==> config.mk <==
export PLATFORM = sky130hd
export DESIGN_NAME = count_arbiter_ctrl
export DESIGN_NICKNAME = d
export VERILOG_FILES = /design/src/rtl/count_arbiter_ctrl.sv
export SDC_FILE = /design/constraint.sdc
export NUM_CORES = 1
export LEC_CHECK = 0
export CAP_MARGIN = 20
export CORE_UTILIZATION = 44
export CTS_BUF_LIST = sky130_fd_sc_hd__clkbuf_4 sky130_fd_sc_hd__clkbuf_8
export DETAILED_ROUTE_END_ITERATION = 7
export GPL_TIMING_DRIVEN = 1
export MAX_ROUTING_LAYER = met4
export PLACE_DENSITY = 0.78
export SLEW_MARGIN = 20
export SYNTH_ARGS = -nofsm -noshare
export SYNTH_HDL_FRONTEND = slang
export SYNTH_SLANG_ARGS = --single-unit
export TNS_END_PERCENT = 100
==> constraint.sdc <==
create_clock -name clk -period 1.9 [get_ports clk]
set_clock_uncertainty 0.1 [all_clocks]
set_input_delay 0.38 -clock clk [delete_from_list [all_inputs] [get_ports clk]]
set_output_delay 0.38 -clock clk [all_outputs]
set_load 0.03 [all_outputs]
==> src/rtl/count_arbiter_ctrl.sv <==
// count_arbiter_ctrl: two-client arbiter and sequencer for a shared N-bit
// counter. Grants one client, clears the counter with a one-cycle pulse,
// enables counting up to the client's latched length, then signals done.
// A client that drops its request mid-job receives an abort pulse.
//
// Build option:
//   COUNT_ARB_ROUND_ROBIN_EN  defined   -> ties go to the client not last served
//                             undefined -> fixed priority, client 0 wins ties
module count_arbiter_ctrl #(
    parameter int unsigned N = 5
) (
    input  logic         clk,
    input  logic         reset,
    input  logic [1:0]   req,
    input  logic [N-1:0] len0,
    input  logic [N-1:0] len1,
    input  logic [N-1:0] cnt_value,
    output logic         cnt_en,
    output logic         cnt_clr,
    output logic [1:0]   grant,
    output logic         busy,
    output logic [1:0]   done,
    output logic [1:0]   abort
);

    typedef enum logic [1:0] {
        IDLE,
        CLEAR,
        RUN,
        FINISH
    } state_t;

    state_t       state_q, state_d;
    logic [N-1:0] len_q, len_d;
    logic [1:0]   grant_q, grant_d;
    logic         clr_q, clr_d;
    logic [1:0]   abort_q, abort_d;

    // Index of the client currently holding the grant (grant is one-hot
    // whenever it is non-zero, so bit 1 alone identifies the owner).
    logic         owner;
    logic         owner_req;
    // Client selected by arbitration while in IDLE.
    logic         pick;

`ifdef COUNT_ARB_ROUND_ROBIN_EN
    // Client served most recently; reset to 1 so client 0 wins the first tie.
    logic         last_q, last_d;
`endif

    assign owner     = grant_q[1];
    assign owner_req = req[owner];

    // Arbitration: a single request wins outright; ties use the policy.
    always_comb begin
        pick = 1'b0;
        case (req)
            2'b01:   pick = 1'b0;
            2'b10:   pick = 1'b1;
`ifdef COUNT_ARB_ROUND_ROBIN_EN
            2'b11:   pick = ~last_q;
`else
            2'b11:   pick = 1'b0;
`endif
            default: pick = 1'b0;
        endcase
    end

    // Next-state and next-value logic for all registered controls.
    always_comb begin
        state_d = state_q;
        len_d   = len_q;
        grant_d = grant_q;
        clr_d   = 1'b0;
        abort_d = '0;
`ifdef COUNT_ARB_ROUND_ROBIN_EN
        last_d  = last_q;
`endif
        case (state_q)
            IDLE: begin
                if (req != 2'b00) begin
                    state_d = CLEAR;
                    clr_d   = 1'b1;
                    grant_d = pick ? 2'b10 : 2'b01;
                    len_d   = pick ? len1 : len0;
                end
            end
            CLEAR, RUN: begin
                // A dropped owner request takes priority over completion;
                // the counter is not cleared again and simply holds.
                if (!owner_req) begin
                    state_d = IDLE;
                    grant_d = '0;
                    abort_d = grant_q;
`ifdef COUNT_ARB_ROUND_ROBIN_EN
                    last_d  = owner;
`endif
                end else if (state_q == CLEAR) begin
                    state_d = RUN;
                end else if (cnt_value == len_q) begin
                    state_d = FINISH;
                end
            end
            FINISH: begin
                state_d = IDLE;
                grant_d = '0;
`ifdef COUNT_ARB_ROUND_ROBIN_EN
                last_d  = owner;
`endif
            end
            default: begin
                state_d = IDLE;
                grant_d = '0;
            end
        endcase
    end

    // State and control registers with asynchronous reset.
    always_ff @(posedge clk or posedge reset) begin
        if (reset) begin
            state_q <= IDLE;
            len_q   <= '0;
            grant_q <= '0;
            clr_q   <= 1'b0;
            abort_q <= '0;
`ifdef COUNT_ARB_ROUND_ROBIN_EN
            last_q  <= 1'b1;
`endif
        end else begin
            state_q <= state_d;
            len_q   <= len_d;
            grant_q <= grant_d;
            clr_q   <= clr_d;
            abort_q <= abort_d;
`ifdef COUNT_ARB_ROUND_ROBIN_EN
            last_q  <= last_d;
`endif
        end
    end

    // Outputs decoded from registered state; enable stops at terminal count.
    always_comb begin
        cnt_en  = (state_q == RUN) && (cnt_value != len_q);
        cnt_clr = clr_q;
        grant   = grant_q;
        busy    = (state_q != IDLE);
        done    = (state_q == FINISH) ? grant_q : 2'b00;
        abort   = abort_q;
    end

endmodule

==> impl_metrics.ini, run 1 <==
; yosys + openroad results
[layout]
drive_above_1_share = 0.225
final_cells = 136
design_area_um2 = 1140
clk_share = 0.0198
buffer_area_frac = 0.318

[critical_path]
crit_end = cnt_en
reg2reg_from = state_q[0]
path_cells = xor2_1 > nor3_2 > nand3_1 > and2_4 > buf_6
cp_slowest_cell = dfrtp_1

[global_route]
use_met3 = 0.0255
grt_overflow = 0
met1_usage = 0.248

[power_and_ir_drop]
power_mw = 1.58
seqPwrFrac = 0.279
power_frac_comb = 0.618
powerSeq_mw = 0.441
internal-power_mw = 0.920

[route]
firstDrtPassIters = 4
highest_layer = met4
vias_per_cell = 5.42
vias = 737

[logic_synthesis]
area_leaders = dfrtp_1, ha_1, o22ai_1, inv_1, nand3b_1
synth_area_leader_cell = dfrtp_1
top_cell = dfrtp_1
synth_cell_type_count = 24
syn_nets = 105
syn_inst = 81

[timing]
setup_violations = 1
drv_slew = 0
hold_slack_ns = 0.302
hold_viol = 0
fin_ws_ns = -0.0658
max_freq_ghz = 0.509

[clock_network]
cts_inserted_buffers = 3
cts_buffer_depth = 2
clockRootBuffer = clkbuf_4
path_clk_slew_ns = 0.08
clkSinkCount = 12

[placement]
io_buffers = 27

[status]
status = finished with violations
violations = setup timing
==> run 1: logic make-up (layout without fill, tap and decap cells) <==
family                     count (synthesis)  in the layout  share of synthesized area
DFF                                       12             12                      0.409
and+or+nand+nor                           24             24                      0.177
muxes                                      1              1                     0.0136
buffers and inverters                     11             50                     0.0681
adders and majority gates                  5              5                     0.0852
AOI/OAI and AO/OA                         23             23                      0.187
xor gates and xnor gates                   5              5                     0.0596
==> run 1: state kept, by name, indices dropped and copies added, names as in the netlist <==
name and cells:
abort 2, len_q 5, grant 2, cnt_clr 1
state_q 2
==> run 1: repair_timing <==
| action | in CTS | in global routing |
|---|---|---|
| setup buffers | 1 | 0 |
| pin swaps | 5 | 1 |
| gates resized | 20 | 5 |
| setup endpoints to repair | 4 | 4 |
**Run 1: PDN straps and rails**

Bar = 10 um. Pins as bars on the die edge.
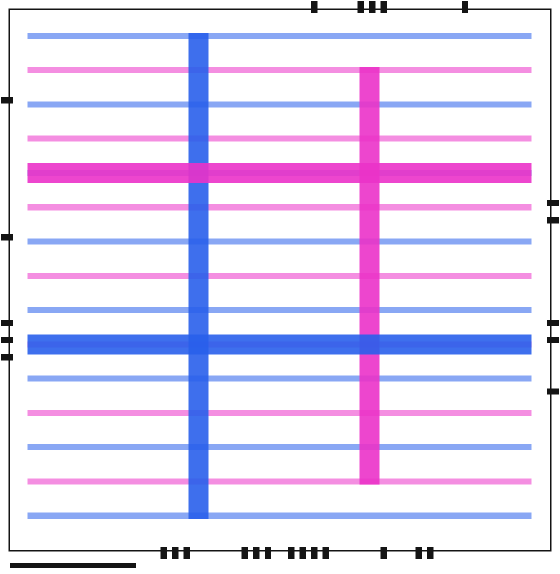
legend:
  blue:
    net: VSS
  magenta:
    net: VDD
rows: 14
met4 straps: 2
met1 rails: 15
signal pins: 28
met5 straps: 2
die extent in x: 42.9 um
Std-Cell Core Area: 1520 um^2
VDD IR-drop max: 0.000892 V
vertical die size: 42.9 um

**Run 1: placement by cell class**

Bar = 10 um.
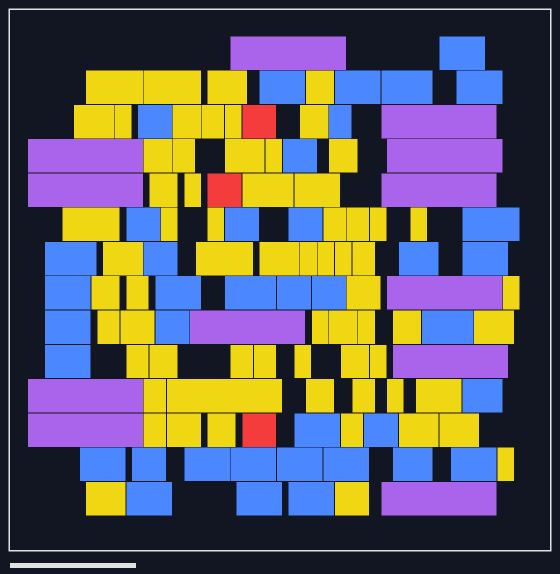
legend:
  purple:
    class: sequential cells
    cells: 12
  yellow:
    class: remaining logic cells
    cells: 66
  red:
    class: clock-net drivers
    cells: 3
  blue:
    class: remaining buffers and delay cells
    cells: 39

**Run 1: clock distribution**

Bar = 10 um.
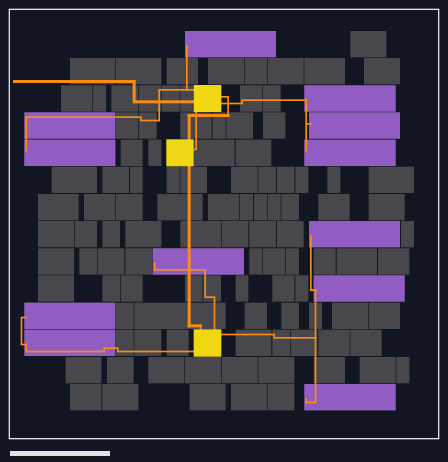
legend:
  yellow:
    item: clock-net drivers
    count: 3
  purple:
    item: flip-flops
    count: 12
  orange:
    item: clock wires
    length: 172 um
routed clock nets: 4

**Run 1: metal layers overlaid**

Only two layers are drawn.
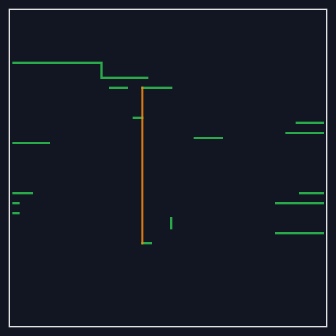
legend:
  green:
    layer: M3
    wire_length: 66.9 um
  orange:
    layer: M4
    wire_length: 21.1 um

==> inputs of run 2 (changes only) <==
CAP_MARGIN = not set   (was 20)
==> run 2 against run 1 <==
  * The run still ends with setup timing left
  * Count of clock-buffer cells in the layout is the same
  * Register-to-register slack barely moved
  * Wire length did not move
  * Maximum frequency unchanged
  * Sequential share of layout area unchanged
  * Synthesized cell count unchanged
  * Utilization stayed put
  * Global-route usage stayed put
  * Flip-flop count is the same
  * Worst setup slack stayed put
  * Final cell count unchanged
  * Power is the same
  * Critical endpoint unchanged
  * Largest power group unchanged
  * Highest routed layer unchanged
==> impl_metrics.ini, run 2 <==
; yosys + openroad results
[layout]
clk_share = 0.0198
nNetsFinal = 146
largest_register_ffs = 5
design_area_um2 = 1140
n_fill_cell = 118
drive_above_1_share = 0.225
num-multi-input-gates = 58
buffer_area_frac = 0.318
buffers_excl_clock = 39
largest_register = len_q
final_cells = 136
seq_area_frac = 0.264

[clock_network]
cts_resized = 20
cts_inserted_buffers = 3
clockRootBuffer = clkbuf_4
cts_hold_buf = 0
cts_buffer_depth = 2
post_cts_buffers = 1
path_clk_slew_ns = 0.08
clkSinkCount = 12

[critical_path]
cp_slowest_cell = dfrtp_1
r2r_setup_slack_ns = 0.24
crit_end = cnt_en
path_max_fanout = 2
slowest_delay_ns = 0.41
reg2reg_from = state_q[0]
crit_arrival_ns = 1.49
path_cells = xor2_1 > nor3_2 > nand3_1 > and2_4 > buf_6
r2r_end = state_q[0]

[die]
fp.dieW_um = 42.9
core_um2 = 1520
fp-row-count = 14
die.size.y_um = 42.9
fp-utilization = 0.482

[global_route]
use_met3 = 0.0255
met1_usage = 0.248
busiest_layer = met2
grt_overflow = 0

[route]
vias_per_cell = 5.42
ant_nets = 0
vias = 737
routed_wirelength_um = 1790
highest_layer = met4
firstDrtPassIters = 4

[logic_synthesis]
ys_area_um2 = 734
syn_nets = 105
top_cell = dfrtp_1
synth_cell_type_count = 24
area_leaders = dfrtp_1, ha_1, o22ai_1, inv_1, nand3b_1
asyncSetResetFlopFracSynth = 1.00
ys_ff = 12
synth_area_leader_cell = dfrtp_1
syn_inst = 81
common_cells = dfrtp_1, inv_1, o22ai_1

[power_and_ir_drop]
p_leak_nw = 0.530
peakVddDrop_v = 0.000892

[status]
violations = setup timing
status = finished with violations

[timing]
rsz0062_at_grt = yes
max_freq_ghz = 0.509
fin_ws_ns = -0.0658
hold_slack_ns = 0.302
hold_viol = 0
setup_violations = 1
drv_slew = 0

[placement]
io_buffers = 27
hpwl_um = 1410
==> run 2: cell counts after synthesis <==
Identical to the previous run, type by type.
==> run 2: report_power, final <==
group / switching [mW] / total (mW) / internal (mW)
clock network: 0.0885 / 0.162 / 0.0735
logic: 0.492 / 0.976 / 0.484
registers: 0.0787 / 0.441 / 0.362
total: 0.659 / 1.58 / 0.920
==> run 2: kinds of logic after synthesis <==
family                     synth area share
xor gates and xnor gates             0.0596
DFF                                   0.409
AOI/OAI and AO/OA                     0.187
muxes                                0.0136
and+or+nand+nor                       0.177
buffers and inverters                0.0681
adders and majority gates            0.0852
==> run 2: metrics by stage <==
step | power, mW | utilization
after floorplan | 0.973 | -
after global placement | 1.32 | 0.712
after detailed placement | 1.35 | 0.712
after CTS | 1.55 | 0.740
after global routing | 1.68 | 0.747
final | 1.58 | 0.747
**Run 2: clock distribution**

Bar = 10 um.
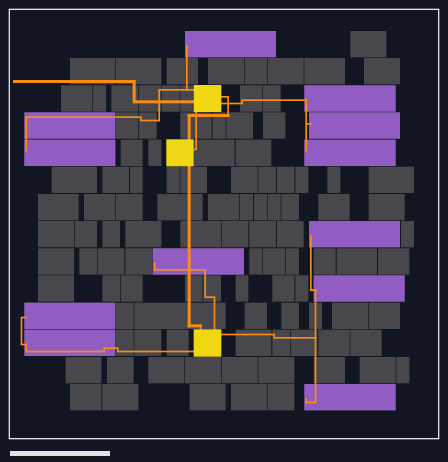
legend:
  orange:
    item: clock wires
    length: 172 um
  yellow:
    item: clock-net drivers
    count: 3
  purple:
    item: flip-flops
    count: 12
routed clock nets: 4

==> inputs of run 3 (changes only) <==
CORE_MARGIN = 2   (was not set)
==> run 3 against run 2 <==
  * The run still ends with setup timing left
  * Wire length rose by 18%
  * Power rose by 9.1%
  * Final area rose by 5.9%
  * Worst setup slack got worse by 0.0051 ns
  * Sequential share of layout area fell by 1.5 points
  * Utilization rose by 3.5 points
  * Die area rose by 9.6%
  * Synthesized cell count did not move
  * Clock power rose by 33%
  * Global-route usage rose by 1.8 points
==> impl_metrics.ini, run 3 <==
; yosys + openroad results
[die]
io_pins = 28
fp.dieW_um = 44.9
fp-utilization = 0.476
die.size.y_um = 44.9
fp-row-count = 14
core_um2 = 1540

[global_route]
use_met3 = 0.0360
grt_overflow = 0
busiest_layer = met2
grt_usage = 0.239
met1_usage = 0.277

[timing]
drv_slew = 0
tns_ns = -0.0973
setup_violations = 3
fin_ws_ns = -0.0709
max_freq_ghz = 0.507
hold_viol = 0
hold_slack_ns = 0.304
rsz0062_at_grt = yes

[critical_path]
path_cells = xor2_1 > nor3_2 > nand3_2 > and2_4 > buf_6
cp_slowest_cell = dfrtp_1
path_max_fanout = 2
crit_arrival_ns = 1.49
slowest_delay_ns = 0.40

[layout]
largest_register = len_q
buffers_excl_clock = 42
design_area_um2 = 1210
n_antenna_cell = 0
drive_above_1_share = 0.282
final_cells = 140
nNetsFinal = 149
largest_register_ffs = 5
lay_top_count = clkdlybuf4s50_1
buffer_area_frac = 0.309
clk_share = 0.0301
seq_area_frac = 0.249
flops = 12
n_fill_cell = 113
largestClassByArea = combinational gates
final_util = 0.782

[run]
drv_cap = 0

[power_and_ir_drop]
p_leak_nw = 0.538
internal-power_mw = 0.987
power_frac_comb = 0.621
powerSeq_mw = 0.438
seqPwrFrac = 0.254
sw_frac_of_total = 0.427
clock_net_power_mw = 0.215
maxPowerGroup = combinational cells
peakVddDrop_v = 0.000884
pg_comb_mw = 1.07
power_mw = 1.72
p_switching_mw = 0.736
pwr-share-clk = 0.125

[logic_synthesis]
area_leaders = dfrtp_1, ha_1, o22ai_1, inv_1, nand3b_1
asyncSetResetFlopFracSynth = 1.00
ys_area_um2 = 734
synth_cell_type_count = 24
syn_nets = 105
ys_ff = 12
syn_avg_cell_area_um2 = 9.07
synth_area_leader_cell = dfrtp_1
top_cell = dfrtp_1
common_cells = dfrtp_1, inv_1, o22ai_1
syn_inst = 81

[route]
routed_wirelength_um = 2110
vias = 767
vias_per_cell = 5.48
ant_nets = 0
highest_layer = met4
firstDrtPassIters = 4

[clock_network]
cts_buffer_depth = 2
clockRootBuffer = clkbuf_4
cts_inserted_buffers = 3
path_clk_slew_ns = 0.09
post_cts_buffers = 5
clkSinkCount = 12
cts_hold_buf = 0
cts_resized = 19

[worst_hold_path]
hold_class = input pin to asynchronous set/reset pin

[placement]
hpwl_um = 1390
place_area_um2 = 1080
io_buffers = 27

[status]
violations = setup timing
status = finished with violations
[run 3: cell counts after synthesis]
No cell type changed its count.
[run 3: logic make-up (layout without fill, tap and decap cells)]
group,count (synthesis),in the layout,share of synthesized area
xor+xnor,5,5,0.0596
buf+inv,11,54,0.0681
flops,12,12,0.409
compound gates,23,23,0.187
mux,1,1,0.0136
fa+ha+maj,5,5,0.0852
simple gates,24,24,0.177
[run 3: final timing paths]
path	from	depth (start not counted)	slack [ns]	endpoint
worst min-delay path	reset	2	0.30	len_q[3]
min in group clk	grant[0]	2	0.42	grant[0]
worst min register to register	grant[0]	2	0.42	grant[0]
max in group asynchronous	reset	2	1.06	state_q[0]
worst max-delay path	len_q[4]	5	-0.07	cnt_en
worst max register to register	len_q[4]	9	-0.02	state_q[0]
**Run 3: metal layers overlaid**

Only two layers are drawn.
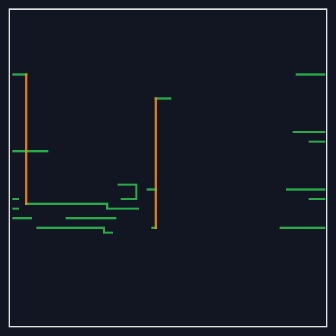
legend:
  orange:
    layer: M4
    wire_length: 36.7 um
  green:
    layer: M3
    wire_length: 79.3 um

Power and IR drop assume default switching activity.
